===== config.mk =====
export PLATFORM = sky130hd
export DESIGN_NAME = w_dpr_writer
export DESIGN_NICKNAME = d
export VERILOG_FILES = /design/src/rtl/w_dpr_writer.sv
export SDC_FILE = /design/constraint.sdc
export NUM_CORES = 1
export LEC_CHECK = 0
export CAP_MARGIN = 40
export CORE_MARGIN = 2
export CORE_UTILIZATION = 54
export CTS_BUF_LIST = sky130_fd_sc_hd__clkbuf_8
export CTS_CLUSTER_SIZE = 28
export DETAILED_ROUTE_END_ITERATION = 6
export PLACE_DENSITY = 0.82
export SETUP_SLACK_MARGIN = 0.02
export SLEW_MARGIN = 30
export SYNTH_ARGS = -nofsm -noshare
export SYNTH_HDL_FRONTEND = slang
export SYNTH_SLANG_ARGS = --single-unit
export TNS_END_PERCENT = 50

===== constraint.sdc =====
create_clock -name sys_clk -period 2.04 [get_ports sys_clk]
set_input_delay 0.204 -clock sys_clk [delete_from_list [all_inputs] [get_ports sys_clk]]
set_output_delay 0.204 -clock sys_clk [all_outputs]
set_load 0.01 [all_outputs]

===== src/rtl/w_dpr_writer.sv =====
// Scatters the temp_buff word stream into the P W_i dual-port RAMs.
// Word order: m fastest, then DPR index p, then gamma block; local address = gamma*M + m.
module w_dpr_writer #(
    parameter int DATA_W       = 8,
    parameter int FEATURE_BITS = 4,
    parameter int P            = 4,
    parameter int M            = 9,
    parameter int GAMMA        = 3
) (
    input  logic                      sys_clk,
    input  logic                      reset_n,
    input  logic                      start,
    input  logic                      in_valid,
    input  logic [DATA_W-1:0]         in_data,
    output logic [P-1:0]              wr_en,
    output logic [2*FEATURE_BITS-1:0] wr_addr,
    output logic [DATA_W-1:0]         wr_data,
    output logic                      busy,
    output logic                      done,
    output logic                      err_extra
);

    // state  | meaning
    // S_IDLE | after reset, waiting for start
    // S_RUN  | accepting words, one per in_valid cycle
    // S_DONE | final word written, waiting for next start

    localparam int AW = 2 * FEATURE_BITS;
    localparam int MW = (M > 1) ? $clog2(M) : 1;
    localparam int PW = (P > 1) ? $clog2(P) : 1;
    localparam int GW = (GAMMA > 1) ? $clog2(GAMMA) : 1;

    typedef enum logic [1:0] {S_IDLE, S_RUN, S_DONE} state_t;

    state_t            r_state, w_state_nxt;
    logic [MW-1:0]     r_m, w_m_nxt;
    logic [PW-1:0]     r_p, w_p_nxt;
    logic [GW-1:0]     r_gamma, w_gamma_nxt;
    logic [AW-1:0]     r_base, w_base_nxt;
    logic [P-1:0]      r_wr_en, w_wr_en_nxt;
    logic [AW-1:0]     r_wr_addr, w_wr_addr_nxt;
    logic [DATA_W-1:0] r_wr_data, w_wr_data_nxt;
    logic              r_err_extra, w_err_extra_nxt;
    logic              w_m_wrap, w_p_wrap, w_last;

    assign w_m_wrap = (r_m == MW'(M - 1));
    assign w_p_wrap = (r_p == PW'(P - 1));
    assign w_last   = w_m_wrap && w_p_wrap && (r_gamma == GW'(GAMMA - 1));

    always_comb begin
        w_state_nxt     = r_state;
        w_m_nxt         = r_m;
        w_p_nxt         = r_p;
        w_gamma_nxt     = r_gamma;
        w_base_nxt      = r_base;
        w_wr_en_nxt     = '0;
        w_wr_addr_nxt   = r_wr_addr;
        w_wr_data_nxt   = r_wr_data;
        w_err_extra_nxt = 1'b0;

        case (r_state)
            S_RUN: begin
                if (in_valid) begin
                    for (int i = 0; i < P; i++) begin
                        w_wr_en_nxt[i] = (r_p == PW'(i));
                    end
                    w_wr_addr_nxt = r_base + AW'(r_m);
                    w_wr_data_nxt = in_data;
                    if (w_m_wrap) begin
                        w_m_nxt = '0;
                        if (w_p_wrap) begin
                            w_p_nxt     = '0;
                            w_gamma_nxt = r_gamma + GW'(1);
                            w_base_nxt  = r_base + AW'(M);
                        end else begin
                            w_p_nxt = r_p + PW'(1);
                        end
                    end else begin
                        w_m_nxt = r_m + MW'(1);
                    end
                    if (w_last) begin
                        w_state_nxt = S_DONE;
                    end
                end
            end
            default: begin
                // Words outside RUN are dropped, even alongside start.
                w_err_extra_nxt = in_valid;
                if (start) begin
                    w_state_nxt = S_RUN;
                    w_m_nxt     = '0;
                    w_p_nxt     = '0;
                    w_gamma_nxt = '0;
                    w_base_nxt  = '0;
                end
            end
        endcase
    end

    always_ff @(posedge sys_clk or negedge reset_n) begin
        if (!reset_n) begin
            r_state     <= S_IDLE;
            r_m         <= '0;
            r_p         <= '0;
            r_gamma     <= '0;
            r_base      <= '0;
            r_wr_en     <= '0;
            r_wr_addr   <= '0;
            r_wr_data   <= '0;
            r_err_extra <= 1'b0;
        end else begin
            r_state     <= w_state_nxt;
            r_m         <= w_m_nxt;
            r_p         <= w_p_nxt;
            r_gamma     <= w_gamma_nxt;
            r_base      <= w_base_nxt;
            r_wr_en     <= w_wr_en_nxt;
            r_wr_addr   <= w_wr_addr_nxt;
            r_wr_data   <= w_wr_data_nxt;
            r_err_extra <= w_err_extra_nxt;
        end
    end

    assign wr_en     = r_wr_en;
    assign wr_addr   = r_wr_addr;
    assign wr_data   = r_wr_data;
    assign err_extra = r_err_extra;
    assign busy      = (r_state == S_RUN);
    assign done      = (r_state == S_DONE);

endmodule


### Clock routing

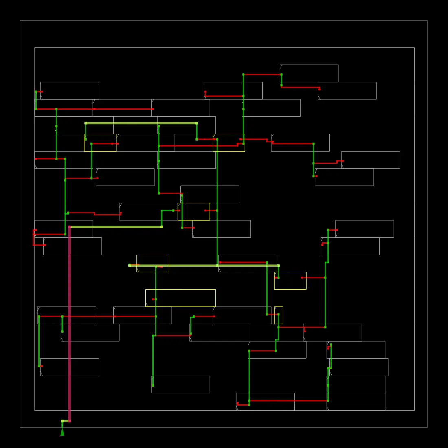
clock network power: 0.601 mW
Final Skew: 0.007668 ns
clk latency late pin: 0.28 ns
TritonCTS Buffers: 5

### Signal wires on met2

(6 px per um)
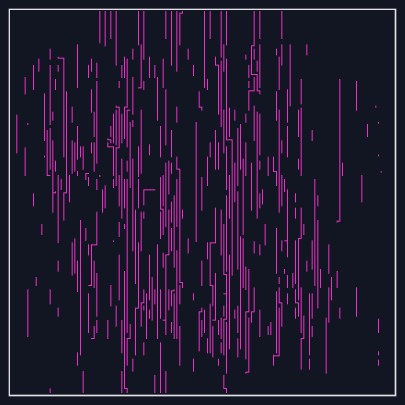
longest straight run: 25.5 um
main direction: vertical
vias after detailed routing: 1488
drt total wl: 3712 um
met2 Use GR: 31.25%

### PDN straps and rails

(6 px per um) Pins as bars on the die edge.
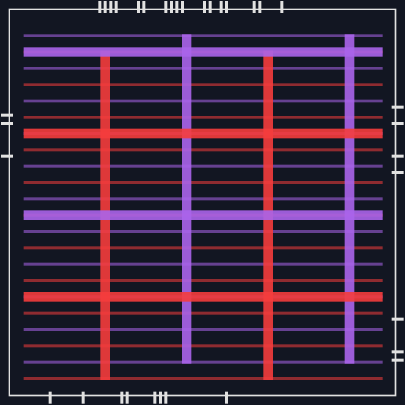
[VSS] red
[VDD] purple
met1 rails: 22
rows: 21
Die W: 64.12 um
DIE HEIGHT: 64.12 um
worst-case vdd ir drop: 604.0 uV
CORE AREA: 3416 sq um

### Cell area per tile

(6 px per um) 6 x 6 tiles, from black (low) to pale yellow (high), 0 to 100% covered.
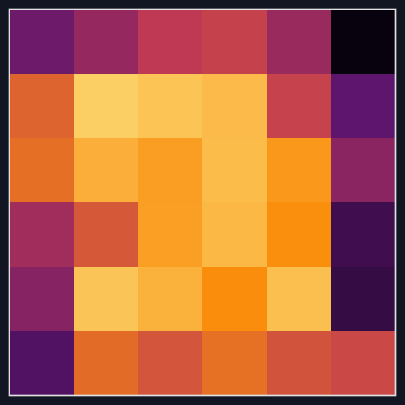
densest ninth of the die: centre
tiles over 75% full: 39%
emptiest ninth of the die: upper right
fullest tile: 90%
mean over tiles: 59%
FP Util: 57.14%
Finished Core Util: 72.45%

==> results.ini <==
[timing]
tightest_slew_ns = 0.4641
maxSlewViolCount = 0
fmax_ghz = 0.5535
hold_viol_final = 0
final.setup.tns_ns = 0
fin_crit_ns = 1.807
slew_headroom_pct = 69.06
finalSetupViolations = 0
post-route-period-util_pct = 88.56
grt_setup_unrepaired = no
layout_setup_ws_ns = 0.2333
worst_hold_slack_ns = 0.3986

[cells_and_area]
fin_cells = 285
finish.net_count = 264
fin_area_sq_um = 2475
fill_cells = 256
drive_gt1_share_pct = 5.858
synthToLayoutAreaGrowth_pct = 26.79
diodes = 0
mostFrequentLayoutCells = 44 x nand2_1, 39 x dfrtp_1, 33 x clkdlybuf4s50_1
lay_top_count = nand2_1

[grt]
grt_pass1_vias = 1371
antenna_found_initial = 0
grt_pass1_wl_um = 6492
grt_use_total_pct = 20.44
grt_max_degree = 23
grt-ovfl-total = 0

[routing]
antenna_left = 0
dr.pass1.iters = 4
drc = 0
wire_per_inst_um = 13.02
drt_iter0_drc = 39
via_per_inst = 5.221

[place]
post-place-ws_ns = 0.2576
place_congestion = 0.8113
dpl_cell_area_sq_um = 2362
post-place-cells = 277
dp_hpwl_um = 2697
portBuffers = 34

[critical_path]
cp_max_fo = 6
arrival_ns = 2.00
startpoint = r_base[0]
cp-endpoint = wr_addr[4]
cpMaxStageDelayCell = dfrtp_1
r2r_slack_ns = 0.23
r2r_start = r_base[0]
crit_chain = ha_1 -> inv_1 -> fa_1 -> nor2b_1 -> o21a_1 -> nor3_1 -> o31ai_1
slowest_delay_ns = 0.44
crit_buf_inv = 1
reg2regPathDepth = 7
crit_cells = 7
r2r_end = wr_addr[4]
crit_type = register to register
critical_path.top_delay_family = adder cells
endpoint_kind = register
worst_setup_path_start_kind = register
required_ns = 2.23

[hold_path]
hold_class = input pin to asynchronous set/reset pin

[run]
maxCapViolCount = 0
warnings = 30

[yosys]
yosysTopAreaCell = dfrtp_1
synth_area_per_cell_sq_um = 9.711
ys_ff = 39
synth.top_cell.area_share_pct = 50.00
synthesis.area_sq_um = 1952
async_flop_share_pct = 100.0
ys_chip_area_sq_um = 1952
synthDistinctLibCells = 33
flop_cell = dfrtp_1
enable_flop_cells = 0
syn_inst = 201
synth_seq_share_pct = 50.00
synthTopCellsByArea = dfrtp_1 50%, nand2_1 8.5%, ha_1 7.7%
yosys_cells = 201
synth_warnings = 0
syn_nets = 226

[clocking]
clk_pin_slew_worst_paths_ns = 0.07
cts-resized-gates = 0
cts_setup_buffers = 0
hold_buffers = 1
root_buffer = clkbuf_8
cts.sinks = 39
cts_max_level = 2
cts_tree = yes
max-clock-path-buffers = 2

[floorplan]
num_rows = 21
io_pins = 35
dieArea_sq_um = 4111

[pwr]
cellPowerDensity_nw_per_um2 = 847.9
clock_power_share_pct = 28.6
switchingPower_mw = 0.5905
intPower_mw = 1.508
comb_power_share_pct = 24.4
seqPwrFrac_pct = 47.0
p_leak_nw = 1.175
swShare_pct = 28.14
p_total_mw = 2.098

[outcome]
status = completed

==> synth_stat cells (2+ instances only) <==
master / number
o31ai_1: 4
a31oi_1: 2
dfrtp_1: 39
a211o_1: 2
o21a_1: 4
buf_2: 2
clkbuf_1: 6
inv_1: 11
o21ai_0: 12
ha_1: 12
nor2_1: 8
nand3_1: 15
and2_1: 5
xor2_1: 6
a21oi_1: 6
or3_1: 2
nor3b_1: 2
nand2b_1: 2
and3b_1: 2
nand2_1: 44
mux2i_1: 2
xnor2_1: 2
==> cell families after synthesis <==
logic type,Yosys count,share of synthesized area [%]
and+or+nand+nor,87,22.31
DFF,39,50.00
AOI/OAI and AO/OA,33,10.58
buffers and inverters,19,3.782
adders and majority gates,13,8.718
xor gates and xnor gates,8,3.590
muxes,2,1.026
==> metal layers <==
layer | track usage, % | routed length [um] | up-vias
met3 | 5.106 | 102 | 4
met2 | 31.25 | 1811 | 21
li1 | - | - | 749
met5 | 0 | 0 | -
met1 | 28.79 | 1751 | 714
met4 | 6.383 | 47 | 0
==> power groups by stage <==
stage / combinational (mW) / clock (mW) / sequential [mW]
2_1_floorplan: 0.264 / 0 / 1.01
6_report: 0.512 / 0.601 / 0.986
3_5_place_dp: 0.515 / 0 / 0.999
3_3_place_gp: 0.498 / 0 / 0.994
5_1_grt: 0.580 / 0.650 / 1.00
4_1_cts: 0.520 / 0.612 / 0.986
==> layout make-up <==
type / instances / area [sq um] / area share, %
Tap cell: 46 / 57.56 / 2.326
Multi-Input combinational cell: 143 / 902.1 / 36.45
Clock buffer: 5 / 68.82 / 2.781
Inverter: 11 / 41.29 / 1.668
Clock inverter: 2 / 33.78 / 1.365
Sequential cell: 39 / 975.9 / 39.43
Timing Repair Buffer: 39 / 395.4 / 15.98
Power figures rest on the tool's default switching activity, not on a simulated workload.
